[src/rtl/vga_timing_gen.sv]
// vga_timing_gen: 640x480@60 VGA timing generator driven by a one-in-N pixel
// enable on the master clock. Produces pixel/line counts, sync pulses, the
// active-video flag and line/frame start strobes, all registered and aligned
// with the counts they describe.
// Optional feature: define VGA_FRAME_COUNTER_EN to add the 16-bit frame_cnt
// output counting completed frames.
module vga_timing_gen #(
  parameter int H_ACTIVE = 640,
  parameter int H_FP     = 16,
  parameter int H_SYNC   = 96,
  parameter int H_BP     = 48,
  parameter int V_ACTIVE = 480,
  parameter int V_FP     = 10,
  parameter int V_SYNC   = 2,
  parameter int V_BP     = 33,
  parameter bit HS_POL   = 1'b0,
  parameter bit VS_POL   = 1'b0
) (
  input  logic       clk,
  input  logic       rst,
  input  logic       pix_en,
  output logic [9:0] hcount,
  output logic [9:0] vcount,
  output logic       hsync,
  output logic       vsync,
  output logic       active,
  output logic       line_start,
  output logic       frame_start
`ifdef VGA_FRAME_COUNTER_EN
  ,
  output logic [15:0] frame_cnt
`endif
);

  // Totals must fit the 10-bit counters (H_TOTAL, V_TOTAL <= 1024).
  localparam int H_TOTAL = H_ACTIVE + H_FP + H_SYNC + H_BP;
  localparam int V_TOTAL = V_ACTIVE + V_FP + V_SYNC + V_BP;

  localparam logic [9:0] H_LAST = 10'(H_TOTAL - 1);
  localparam logic [9:0] V_LAST = 10'(V_TOTAL - 1);

  // Window bounds carry an extra bit so an end value of 1024 stays exact.
  localparam logic [10:0] H_ACT_END  = 11'(H_ACTIVE);
  localparam logic [10:0] H_SYNC_LO  = 11'(H_ACTIVE + H_FP);
  localparam logic [10:0] H_SYNC_HI  = 11'(H_ACTIVE + H_FP + H_SYNC);
  localparam logic [10:0] V_ACT_END  = 11'(V_ACTIVE);
  localparam logic [10:0] V_SYNC_LO  = 11'(V_ACTIVE + V_FP);
  localparam logic [10:0] V_SYNC_HI  = 11'(V_ACTIVE + V_FP + V_SYNC);

  // Unsigned half-open window test: lo <= c < hi.
  function automatic logic in_window(input logic [9:0]  c,
                                     input logic [10:0] lo,
                                     input logic [10:0] hi);
    return ({1'b0, c} >= lo) && ({1'b0, c} < hi);
  endfunction

  // Sync level for a given count: asserted level inside the window.
  function automatic logic sync_level(input logic [9:0]  c,
                                      input logic [10:0] lo,
                                      input logic [10:0] hi,
                                      input logic        pol);
    return in_window(c, lo, hi) ? pol : ~pol;
  endfunction

  logic [9:0] hcount_p0;
  logic [9:0] vcount_p0;
  logic       hsync_p0;
  logic       vsync_p0;
  logic       active_p0;
  logic       line_start_p0;
  logic       frame_start_p0;

  logic       h_wrap;
  logic       v_wrap;
  logic [9:0] h_next;
  logic [9:0] v_next;

  // Next-state counts; every registered output is decoded from these so the
  // flags line up with the counts on the same cycle.
  always_comb begin
    h_wrap = (hcount_p0 == H_LAST);
    v_wrap = (vcount_p0 == V_LAST);
    h_next = h_wrap ? 10'd0 : hcount_p0 + 10'd1;
    v_next = vcount_p0;
    if (h_wrap) begin
      v_next = v_wrap ? 10'd0 : vcount_p0 + 10'd1;
    end
  end

  // ---- stage p0: counters, decoded levels and one-clk strobes ----
  // Advance one pixel per enable; strobes self-clear on every other edge.
  always_ff @(posedge clk or posedge rst) begin
    if (rst) begin
      hcount_p0      <= 10'd0;
      vcount_p0      <= 10'd0;
      hsync_p0       <= ~HS_POL;
      vsync_p0       <= ~VS_POL;
      active_p0      <= 1'b1;
      line_start_p0  <= 1'b0;
      frame_start_p0 <= 1'b0;
    end else begin
      line_start_p0  <= 1'b0;
      frame_start_p0 <= 1'b0;
      if (pix_en) begin
        hcount_p0      <= h_next;
        vcount_p0      <= v_next;
        hsync_p0       <= sync_level(h_next, H_SYNC_LO, H_SYNC_HI, HS_POL);
        vsync_p0       <= sync_level(v_next, V_SYNC_LO, V_SYNC_HI, VS_POL);
        active_p0      <= in_window(h_next, 11'd0, H_ACT_END) &&
                          in_window(v_next, 11'd0, V_ACT_END);
        line_start_p0  <= h_wrap;
        frame_start_p0 <= h_wrap && v_wrap;
      end
    end
  end

  assign hcount      = hcount_p0;
  assign vcount      = vcount_p0;
  assign hsync       = hsync_p0;
  assign vsync       = vsync_p0;
  assign active      = active_p0;
  assign line_start  = line_start_p0;
  assign frame_start = frame_start_p0;

`ifdef VGA_FRAME_COUNTER_EN
  logic [15:0] frame_cnt_p0;

  // Count frames on the same edge that raises frame_start; wraps naturally.
  always_ff @(posedge clk or posedge rst) begin
    if (rst) begin
      frame_cnt_p0 <= 16'd0;
    end else if (pix_en && h_wrap && v_wrap) begin
      frame_cnt_p0 <= frame_cnt_p0 + 16'd1;
    end
  end

  assign frame_cnt = frame_cnt_p0;
`endif

endmodule

[config.mk]
export PLATFORM = sky130hd
export DESIGN_NAME = vga_timing_gen
export DESIGN_NICKNAME = d
export VERILOG_FILES = /design/src/rtl/vga_timing_gen.sv
export SDC_FILE = /design/constraint.sdc
export NUM_CORES = 1
export LEC_CHECK = 0
export CAP_MARGIN = 10
export CORE_MARGIN = 2
export CORE_UTILIZATION = 32
export DETAILED_ROUTE_END_ITERATION = 7
export GPL_TIMING_DRIVEN = 0
export PLACE_DENSITY = 0.52
export SETUP_SLACK_MARGIN = 0.4
export SYNTH_ARGS = -nofsm -noshare
export SYNTH_HDL_FRONTEND = slang
export SYNTH_SLANG_ARGS = --single-unit
[constraint.sdc]
create_clock -name clk -period 3.4 [get_ports clk]
set_input_delay 1.02 -clock clk [delete_from_list [all_inputs] [get_ports clk]]
set_output_delay 1.02 -clock clk [all_outputs]
set_load 0.03 [all_outputs]
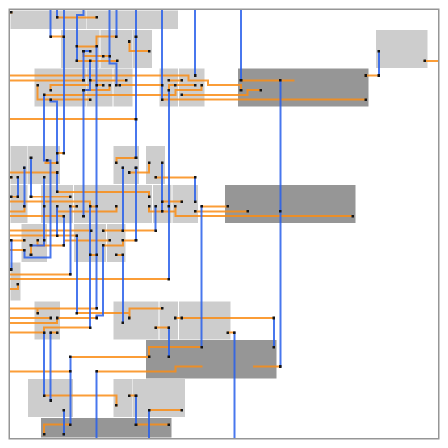
Run 1: close-up of the layout
Region (42, 4) to (72, 34) um. Cells in grey, sequential cells in the stronger grey; small squares are vias.
met1 -> orange
met2 -> blue
most frequent = nand2_1 (4), dfrtp_1 (4)
netlist names of flops here include = hcount (4)
cells with their middle in the window = 33
sequential cells in the window = 4

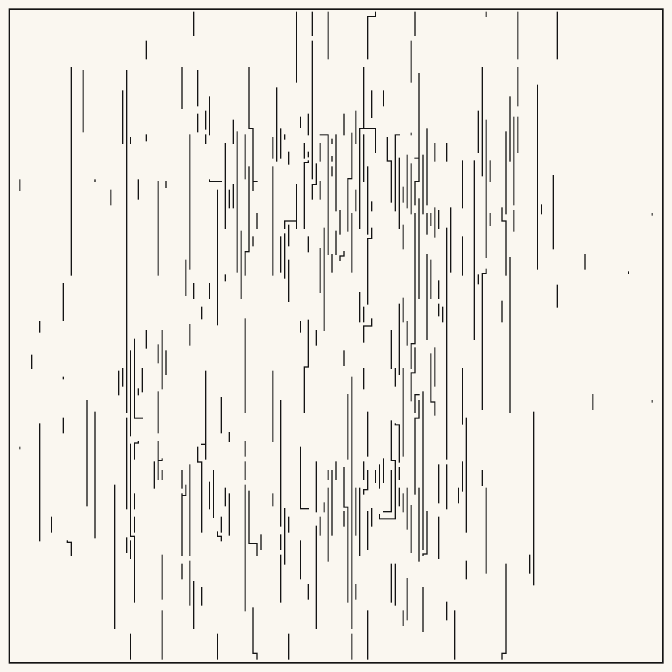
Run 1: M2 wires
nets with wire on the layer = 181
longest straight run = 39.8 um
wire length on this layer = 1650 um
share of all routed wire = 42%

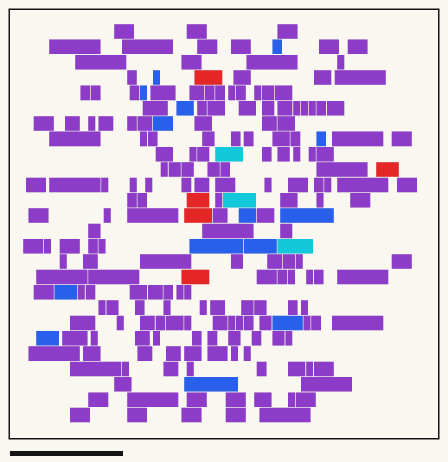
Run 1: drive-strength map
Scale bar: 20 um.
drive 3 to 4 -> cyan  # cells 3
drive 1 or less -> purple  # cells 194, most used clkdlybuf4s50_1
drive 6 and up -> red  # cells 5, most used clkbuf_8
drive 2 -> blue  # cells 14, most used dfstp_2

==> run_results.csv, run 1 <==
group,metric,value,unit
route,number_of_antenna_violating_nets_in_the_routed_design,0,
hold_path,min-delay-start,"hsync$_DFFE_PP1P_",
synth,synth_flops,25,
finish,sequential_share_of_cell_area,30.6,%
finish,nFlopsAndLatches,25,
outcome,run_status,"completed",
synth,synth.yosys.seq_area_share,38.0,%
finish,seqCellArea,629,um2
synth,syn-mean-instance-area,8.94,um2
worst_setup_path,timing.critical_path.slowest_stage_cell,"clkdlybuf4s50_1",
flow_run,warning_count,29,
pwr,power-per-cell-area,525,mW/mm2
hold_path,hold_path_depth,2,
sta,slew_violations,0,
grt,grt_max_degree,26,
finish,largest_cell_class_by_area,"multi-input combinational cells",
finish,logic_area,925,um2
synth,mux_area_share,3.18,%
synth,ys_warn_count,0,
sta,tightest_slew,978,ps
finish,comb_area_share,45.0,%
sta,final_period_utilization,75.3,%
sta,fin_worst_skew,7.44,ps
die,placement_rows,26,
finish,area_growth_syn_to_layout,24.4,%
sta,fin_ws,840,ps
finish,clkCellAreaFrac,2.19,%
pwr,finalPower,1.08,mW
grt,grtUsageMet2,19.4,%
sta,finalHoldViolCount,0,
clock_tree,root_buffer,"clkbuf_8",
clock_tree,ctsHoldBuffers,0,
worst_setup_path,crit_path_cell_trace,"clkdlybuf4s50_1",
clock_tree,cts-root-to-sink-buffers,2,
placed_design,gp_routability_congestion,0.812,
worst_setup_path,crit_type,"register to output port",
finish,final_layout_size_suffix_gt1_share,10.2,%
worst_setup_path,critical_path.endpoint_type,"output port",
clock_tree,cts_tree,"built",
sta,slew_headroom,34.7,%
synth,synth-adder-area-share,3.03,%
finish,finalNonFillerCells,286,
==> inputs of run 2 (changes only) <==
clock period = 2.5 ns   (was 3.4 ns; I/O delays follow)
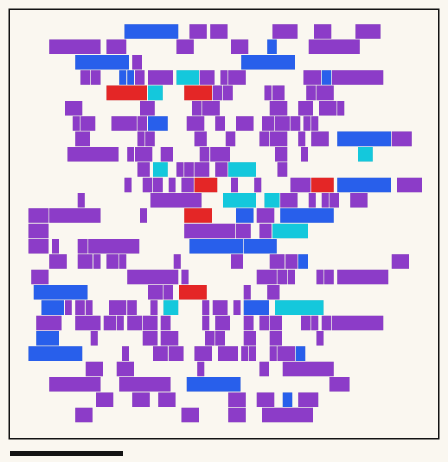
Run 2: drive-strength map
Scale bar: 20 um.
drive 3 to 4 -> cyan  # cells 10, most used buf_4
drive 1 or less -> purple  # cells 181, most used nand2_1
drive 6 and up -> red  # cells 6, most used clkbuf_8
drive 2 -> blue  # cells 23, most used dfrtp_2

==> run_results.csv, run 2 <==
group,metric,value,unit
outcome,run_status,"completed",
flow_run,warning_count,30,
sta,slew_headroom,33.3,%
sta,finalHoldViolCount,0,
clock_tree,cts_tree,"built",
die,placement_rows,26,
clock_tree,cts-root-to-sink-buffers,2,
worst_setup_path,crit_type,"register to register",
sta,tightest_slew,999,ps
finish,finalNonFillerCells,290,
worst_setup_path,worstSetupStartpointType,"register",
pwr,power-per-cell-area,681,mW/mm2
hold_path,min-delay-start,"hsync$_DFFE_PP1P_",
sta,setup_total_negative_slack,0,ps
synth,synth-adder-area-share,3.03,%
synth,mux_area_share,3.18,%
route,number_of_antenna_violating_nets_in_the_routed_design,0,
route,total_vias_in_the_final_route,1414,
synth,synth.yosys.seq_area_share,38.0,%
finish,largest_cell_class_by_area,"multi-input combinational cells",
synth,synth.most_common_cell,"dfrtp_1",
sta,fin_ws,442,ps
sta,final_period_utilization,82.3,%
hold_path,hold_path_depth,2,
finish,final_layout_size_suffix_gt1_share,17.7,%
synth,ys_warn_count,0,
worst_setup_path,crit_path_cell_trace,"buf_6, or4b_4, or3_1, buf_6, a21oi_4, o21ai_2, o41ai_2",
finish,clkCellAreaFrac,2.12,%
synth,synth_flops,25,
synth,syn-mean-instance-area,8.94,um2
placed_design,post-dp-hpwl,2740,um
finish,seqCellArea,638,um2
placed_design,gp_routability_congestion,0.797,
sta,fin_worst_skew,4.82,ps
clock_tree,root_buffer,"clkbuf_8",
clock_tree,ctsHoldBuffers,0,
worst_setup_path,critical_path.endpoint_type,"register",
finish,logic_area,942,um2
pwr,finalPower,1.45,mW
grt,grtUsageMet2,20.0,%
sta,slew_violations,0,
finish,comb_area_share,44.4,%
grt,globalRoute.totalOverflow,0,
finish,sequential_share_of_cell_area,30.1,%
grt,grt_max_degree,26,
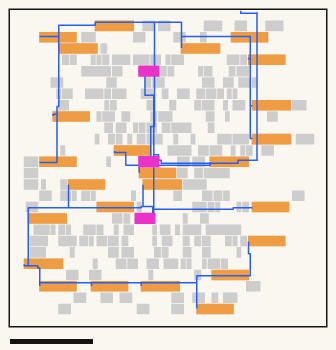
Run 2: clock distribution
Scale bar: 20 um.
flip-flops -> orange  # count 25
cells driving clock nets -> magenta  # count 3
clock wires -> blue  # length 462 um
routed clock nets = 4
flops lie = spread over the die

==> inputs of run 3 (changes only) <==
clock period = 2.1 ns   (was 2.5 ns; I/O delays follow)
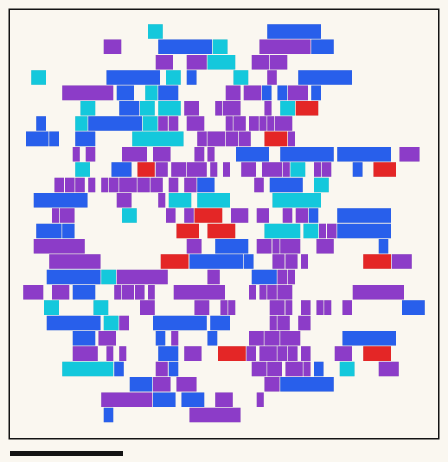
Run 3: drive-strength map
Scale bar: 20 um.
drive 1 or less -> purple  # cells 139, most used nand2_1
drive 2 -> blue  # cells 54, most used dfrtp_2
drive 6 and up -> red  # cells 11, most used clkbuf_8
drive 3 to 4 -> cyan  # cells 29, most used buf_4

==> run_results.csv, run 3 <==
group,metric,value,unit
outcome,run_status,"completed",
worst_setup_path,crit_type,"register to register",
synth,synth.most_common_cell,"dfrtp_1",
finish,finalNonFillerCells,303,
grt,grt_max_degree,26,
hold_path,hold_path_depth,2,
clock_tree,cts_tree,"built",
finish,clkCellAreaFrac,1.95,%
sta,finalHoldViolCount,0,
clock_tree,ctsHoldBuffers,0,
synth,ys_warn_count,0,
worst_setup_path,worstSetupStartpointType,"register",
grt,grtUsageMet2,26.1,%
sta,fin_ws,53.8,ps
finish,sequential_share_of_cell_area,27.9,%
synth,mux_area_share,3.18,%
sta,slew_headroom,60.7,%
sta,setup_total_negative_slack,0,ps
sta,final_period_utilization,97.4,%
finish,final_layout_size_suffix_gt1_share,40.3,%
placed_design,gp_routability_congestion,0.852,
flow_run,warning_count,32,
finish,seqCellArea,646,um2
clock_tree,cts-root-to-sink-buffers,2,
clock_tree,root_buffer,"clkbuf_8",
synth,syn-mean-instance-area,8.94,um2
pwr,power-per-cell-area,804,mW/mm2
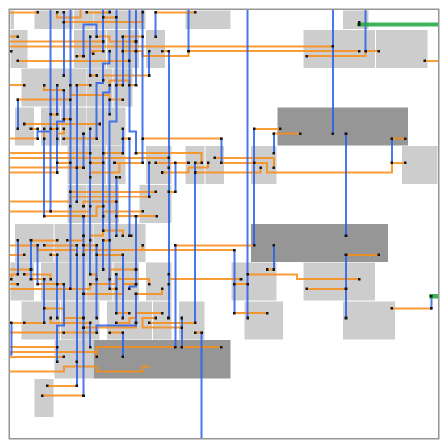
Run 3: close-up of the layout
Region (42, 4) to (72, 34) um. Cells in grey, sequential cells in the stronger grey; small squares are vias.
met3 -> green
met1 -> orange
met2 -> blue
cells with their middle in the window = 45
netlist names of flops here include = hcount (2), hsync (1)
most frequent = nand2_1 (7), o21ai_0 (3)
sequential cells in the window = 3

No activity file was given, so power comes from the tool's default toggle rates.
